Fig. 1: wires at chosen ports, followed through buffers
Drawn at 2 px/um.
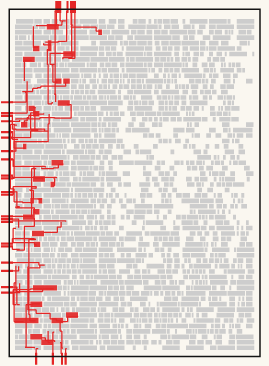
Fig. 2: gate-type map
Drawn at 3 px/um.
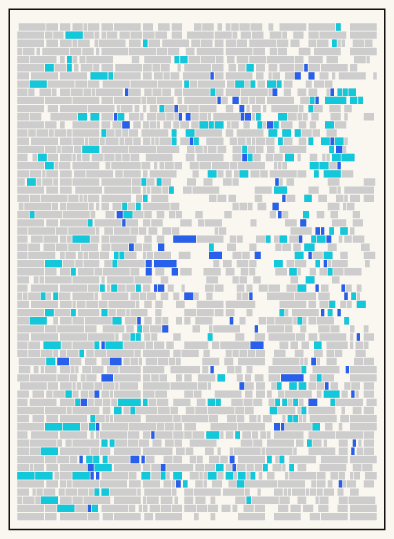
Fig. 3: clock routing
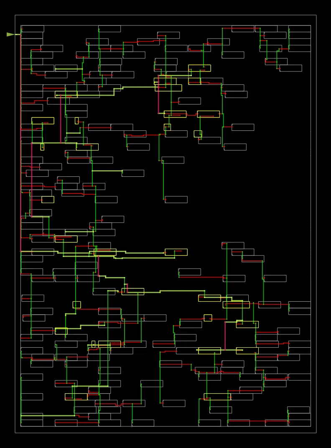
Fig. 4: sequential cells coloured by netlist name
Drawn at 2 px/um. Other sequential cells in the stronger grey, the rest of the logic in the fainter grey.
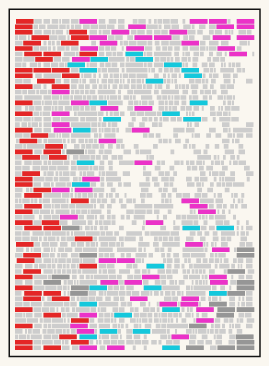
Fig. 5: cell area per tile
Drawn at 1.5 px/um. 12 x 17 tiles, from dark purple (low) to yellow (high), 0 to 100% covered.
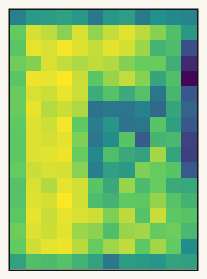
**config.mk**
```make
export PLATFORM = sky130hd
export DESIGN_NAME = imem_fetch_buffer
export DESIGN_NICKNAME = d
export VERILOG_FILES = /design/src/rtl/imem_fetch_buffer.sv
export SDC_FILE = /design/constraint.sdc
export NUM_CORES = 1
export LEC_CHECK = 0
export CORE_ASPECT_RATIO = 1.4
export CORE_MARGIN = 2
export CORE_UTILIZATION = 55
export CTS_CLUSTER_DIAMETER = 60
export DETAILED_ROUTE_END_ITERATION = 16
export PLACE_DENSITY_LB_ADDON = 0.15
export SETUP_SLACK_MARGIN = 0.05
export SYNTH_ARGS = -nofsm -noshare
export SYNTH_HDL_FRONTEND = slang
export SYNTH_SLANG_ARGS = --single-unit
```
**constraint.sdc**
```tcl
create_clock -name clk -period 5.25 [get_ports clk]
set_clock_uncertainty 0.1 [all_clocks]
set_input_delay 1.575 -clock clk [delete_from_list [all_inputs] [get_ports clk]]
set_output_delay 1.575 -clock clk [all_outputs]
set_load 0.02 [all_outputs]
```
**src/rtl/imem_fetch_buffer.sv**
```systemverilog
// rtl/imem_fetch_buffer.sv - instruction fetch front end: 2-entry tagged word buffer
// with demand fill over a req/gnt/rvalid port and optional sequential next-word prefetch.
module imem_fetch_buffer #(
    parameter bit PREFETCH_EN = 1'b1,
    parameter int CNT_W       = 16
) (
    input  logic             clk,
    input  logic             rst_n,
    input  logic [31:0]      imem_addr,
    output logic [31:0]      imem_data,
    output logic             imem_valid,
    input  logic             flush,
    output logic             mem_req,
    output logic [31:0]      mem_addr,
    input  logic             mem_gnt,
    input  logic             mem_rvalid,
    input  logic [31:0]      mem_rdata,
    output logic [CNT_W-1:0] miss_cnt
);

    typedef enum logic [2:0] {
        S_IDLE   = 3'd0,
        S_REQ_D  = 3'd1,
        S_WAIT_D = 3'd2,
        S_REQ_P  = 3'd3,
        S_WAIT_P = 3'd4
    } state_t;

    state_t           r_state;
    state_t           w_next;
    logic [1:0]       r_v;
    logic [29:0]      r_tag [2];
    logic [31:0]      r_data [2];
    logic             r_lru;
    logic             r_drop;
    logic [31:0]      r_addr;
    logic [CNT_W-1:0] r_miss_cnt;

    logic [1:0]       w_hit;
    logic             w_hit_any;
    logic             w_in_req;
    logic             w_in_wait;
    logic             w_fill;
    logic             w_tgt;
    logic             w_pf_present;
    logic             w_pf_go;
    logic             w_issue;
    logic             w_set_drop;
    logic [31:0]      w_nxt_addr;

    assign w_hit[0]   = r_v[0] && (r_tag[0] == imem_addr[31:2]);
    assign w_hit[1]   = r_v[1] && (r_tag[1] == imem_addr[31:2]);
    assign w_hit_any  = |w_hit;
    assign imem_valid = w_hit_any;
    assign imem_data  = w_hit[0] ? r_data[0] : (w_hit[1] ? r_data[1] : 32'd0);
    assign miss_cnt   = r_miss_cnt;

    assign w_in_req   = (r_state == S_REQ_D) || (r_state == S_REQ_P);
    assign w_in_wait  = (r_state == S_WAIT_D) || (r_state == S_WAIT_P);
    assign w_fill     = w_in_wait && mem_rvalid && !flush;
    assign w_issue    = (r_state == S_IDLE) && !flush && !r_drop && !w_hit_any;
    assign w_set_drop = flush && ((w_in_req && mem_gnt) || (w_in_wait && !mem_rvalid));
    assign w_nxt_addr = r_addr + 32'd4;

    // Existing tag wins, then LRU, but never evict the word the core is reading now.
    always_comb begin
        w_tgt = r_lru;
        if (r_v[0] && (r_tag[0] == r_addr[31:2])) begin
            w_tgt = 1'b0;
        end else if (r_v[1] && (r_tag[1] == r_addr[31:2])) begin
            w_tgt = 1'b1;
        end else if (w_hit[r_lru]) begin
            w_tgt = ~r_lru;
        end
    end

    assign w_pf_present = r_v[~w_tgt] && (r_tag[~w_tgt] == w_nxt_addr[31:2]);
    assign w_pf_go      = PREFETCH_EN && !w_pf_present;

    always_ff @(posedge clk or negedge rst_n) begin
        if (!rst_n) begin
            r_state <= S_IDLE;
        end else begin
            r_state <= w_next;
        end
    end

    always_comb begin
        w_next = r_state;
        case (r_state)
            S_IDLE: begin
                if (w_issue) w_next = S_REQ_D;
            end
            S_REQ_D: begin
                if (flush)        w_next = S_IDLE;
                else if (mem_gnt) w_next = S_WAIT_D;
            end
            S_WAIT_D: begin
                if (flush)           w_next = S_IDLE;
                else if (mem_rvalid) w_next = w_pf_go ? S_REQ_P : S_IDLE;
            end
            S_REQ_P: begin
                if (flush)           w_next = S_IDLE;
                else if (mem_gnt)    w_next = S_WAIT_P;
                else if (!w_hit_any) w_next = S_IDLE;
            end
            S_WAIT_P: begin
                if (flush || mem_rvalid) w_next = S_IDLE;
            end
            default: w_next = S_IDLE;
        endcase
    end

    always_comb begin
        mem_req  = (r_state == S_REQ_D) || (r_state == S_REQ_P);
        mem_addr = r_addr;
    end

    always_ff @(posedge clk or negedge rst_n) begin
        if (!rst_n) begin
            r_addr     <= 32'd0;
            r_miss_cnt <= '0;
            r_drop     <= 1'b0;
        end else begin
            if (w_issue) begin
                r_addr     <= {imem_addr[31:2], 2'b00};
                r_miss_cnt <= r_miss_cnt + 1'b1;
            end else if ((r_state == S_WAIT_D) && w_fill && w_pf_go) begin
                r_addr <= w_nxt_addr;
            end
            // A flushed request still owes one response; swallow it before reissuing.
            if (w_set_drop) begin
                r_drop <= 1'b1;
            end else if (mem_rvalid) begin
                r_drop <= 1'b0;
            end
        end
    end

    always_ff @(posedge clk or negedge rst_n) begin
        if (!rst_n) begin
            r_v       <= 2'b00;
            r_lru     <= 1'b0;
            r_tag[0]  <= 30'd0;
            r_tag[1]  <= 30'd0;
            r_data[0] <= 32'd0;
            r_data[1] <= 32'd0;
        end else if (flush) begin
            r_v <= 2'b00;
        end else if (w_fill) begin
            r_v[w_tgt]    <= 1'b1;
            r_tag[w_tgt]  <= r_addr[31:2];
            r_data[w_tgt] <= mem_rdata;
            r_lru         <= ~w_tgt;
        end else if (w_hit[0]) begin
            r_lru <= 1'b1;
        end else if (w_hit[1]) begin
            r_lru <= 1'b0;
        end
    end

endmodule

```
==> impl_metrics.py <==
# Synthesis and PnR figures
metrics = {
    "synthesis": {
        "xor_share_pct": 14.0,
        "ys_area_mm2": 0.0112,
        "top_logic_kind": "simple AND/OR/NAND/NOR gates",
        "synth.area.top_cells": "dfrtp_1 (40%), mux2_2 (10%), xnor2_1 (9.8%)",
        "ys_types": 76,
        "synth_area_leader_cell": "dfrtp_1",
    },
    "sta": {
        "setup_viol_count_final": 63,
        "final.min_clock_period_ns": 5.59,
        "hold-worst-slack_ns": 0.365,
        "setup_slack_ns": -0.336,
    },
    "worst_setup_path": {
        "cp_slowest_cell": "or4_4",
        "crit_fanout": 6,
        "crit_family": "buffers and inverters",
        "critPathBufInv": 5,
        "worst_setup_path_start_kind": "input port",
    },
    "drt": {
        "ant_nets": 0,
        "wl_met2_mm": 24.3,
        "highest-signal-layer": "met4",
    },
    "cells_and_area": {
        "fin_nets": 1552,
    },
    "clocking": {
        "cts_tree": "yes",
        "clkTransAtPathRegs_ns": 0.06,
        "ctsLongestPathBuffers": 2,
        "post_cts_resized": 410,
    },
    "global_routing": {
        "grt.busiest_layer": "met2",
        "antenna_found_initial": 0,
        "overflow": 0,
        "grt_pass1_wl_mm": 74.3,
        "use_met2_pct": 75.7,
        "track_usage_pct": 45.8,
        "first_global_vias": 12000,
    },
    "floorplanning": {
        "row_count": 61,
        "dieArea_mm2": 0.0216,
        "die_h_um": 173,
    },
    "worst_hold_path": {
        "holdPathStages": 1,
    },
    "placement": {
        "dpl.cell_count": 1670,
    },
    "outcome": {
        "status": "finished, violations left",
        "violations": "setup timing",
    },
    "run": {
        "warning_count": 33,
    },
    "pwr": {
        "p_leak_uw": 0.00689,
    },
}
Back to the opening pictures, Fig. 1:
red -> imem_data  # direction output, end cells 32, buffers 32, wire 1,220 um
IO buf count: 146
IO Count: 151

Back to the opening pictures, Fig. 2:
blue -> nor cells  # cells 93, where all over the die
cyan -> aoi and oai cells  # cells 189, where all over the die
Top cell excl fill/tap: dfrtp_1
logic share of the area: 44.6%
fin cells: 1,745

Back to the opening pictures, Fig. 3:
Sink Count: 177
Clk power: 1360 uW
TritonCTS buffer count: 17
FF+latch count: 177
Insertion Delay late pin: 0.46 ns

Back to the opening pictures, Fig. 4:
red -> r_data  # placed flops 64, where a column on the left
cyan -> mem_addr  # placed flops 30
magenta -> r_tag  # placed flops 60
Seq. pwr: 2800 uW
final core occ: 80.1%
Reg area: 0.00443 mm^2
Seq/total area: 27.7%

Back to the opening pictures, Fig. 5:
fullest tile = 100%
tiles over 75% full = 51%
nearly empty tiles = 0.50%
mean over tiles = 73%
fp_density: 56.3%
CORE AREA: 0.0199 mm^2

-- registers in the layout (all words and copies together) (netlist names) --
signal,cells
r_state,3
r_tag,60
r_drop,1
miss_cnt,16
r_v,2
mem_addr,30
r_lru,1
r_data,64
-- worst register-to-register path: stages, from the launching register on --
cell       delay, ns
dfrtp_1         0.46
nand4_4         0.14
or4_1           0.76
buf_4           0.29
nor3_1          0.21
buf_4           0.19
xnor2_1         0.19
o221ai_1        0.24
a21oi_1         0.23
a32oi_1         0.14
or4b_4          0.50
or4_4           0.53
and4b_1         0.31
buf_12          0.14
buf_12          0.11
o21ai_4         0.08
buf_4           0.19
clkbuf_16       0.16
nor2_1          0.11
a21oi_1         0.05
-- layout make-up --
type	instances	area, um^2	share of cell area, %
clock inverters	7	124	0.776
multi-input cells	905	7110	44.6
repair buffers	359	3420	21.4
flip-flops and latches	177	4430	27.7
inverters	21	78.8	0.494
clock buffers	23	478	2.99
well taps	252	315	1.98
diodes	1	2.50	0.0157
-- power by group --
group	total (uW)	switching, uW	internal, uW
registers	2800	874	1930
clock network	1360	574	786
logic	5140	2800	2350
total	9300	4240	5060
-- synth_stat cells (11+ instances only) --
master / instances
dfrtp_1: 177
xnor2_1: 126
nand2_1: 124
mux2_2: 104
o21ai_0: 90
clkbuf_1: 67
nand3_1: 66
nor2_1: 51
xor2_1: 50
nand4_1: 49
a21oi_1: 31
inv_1: 21
nor4_1: 19
and3_1: 16
nor3_1: 13
or4_1: 13
buf_2: 12
buf_4: 11
-- worst max path at each step --
stage,startpoint,end,depth (start not counted)
detailed placement,imem_addr[24],mem_addr[28],17
floorplan,imem_addr[31],imem_data[10],8
CTS,imem_addr[15],imem_data[5],14
global route,imem_addr[4],imem_data[14],13
global placement,imem_addr[13],mem_addr[29],19
finish,imem_addr[7],imem_data[14],11
No activity file was given, so power comes from the tool's default toggle rates.
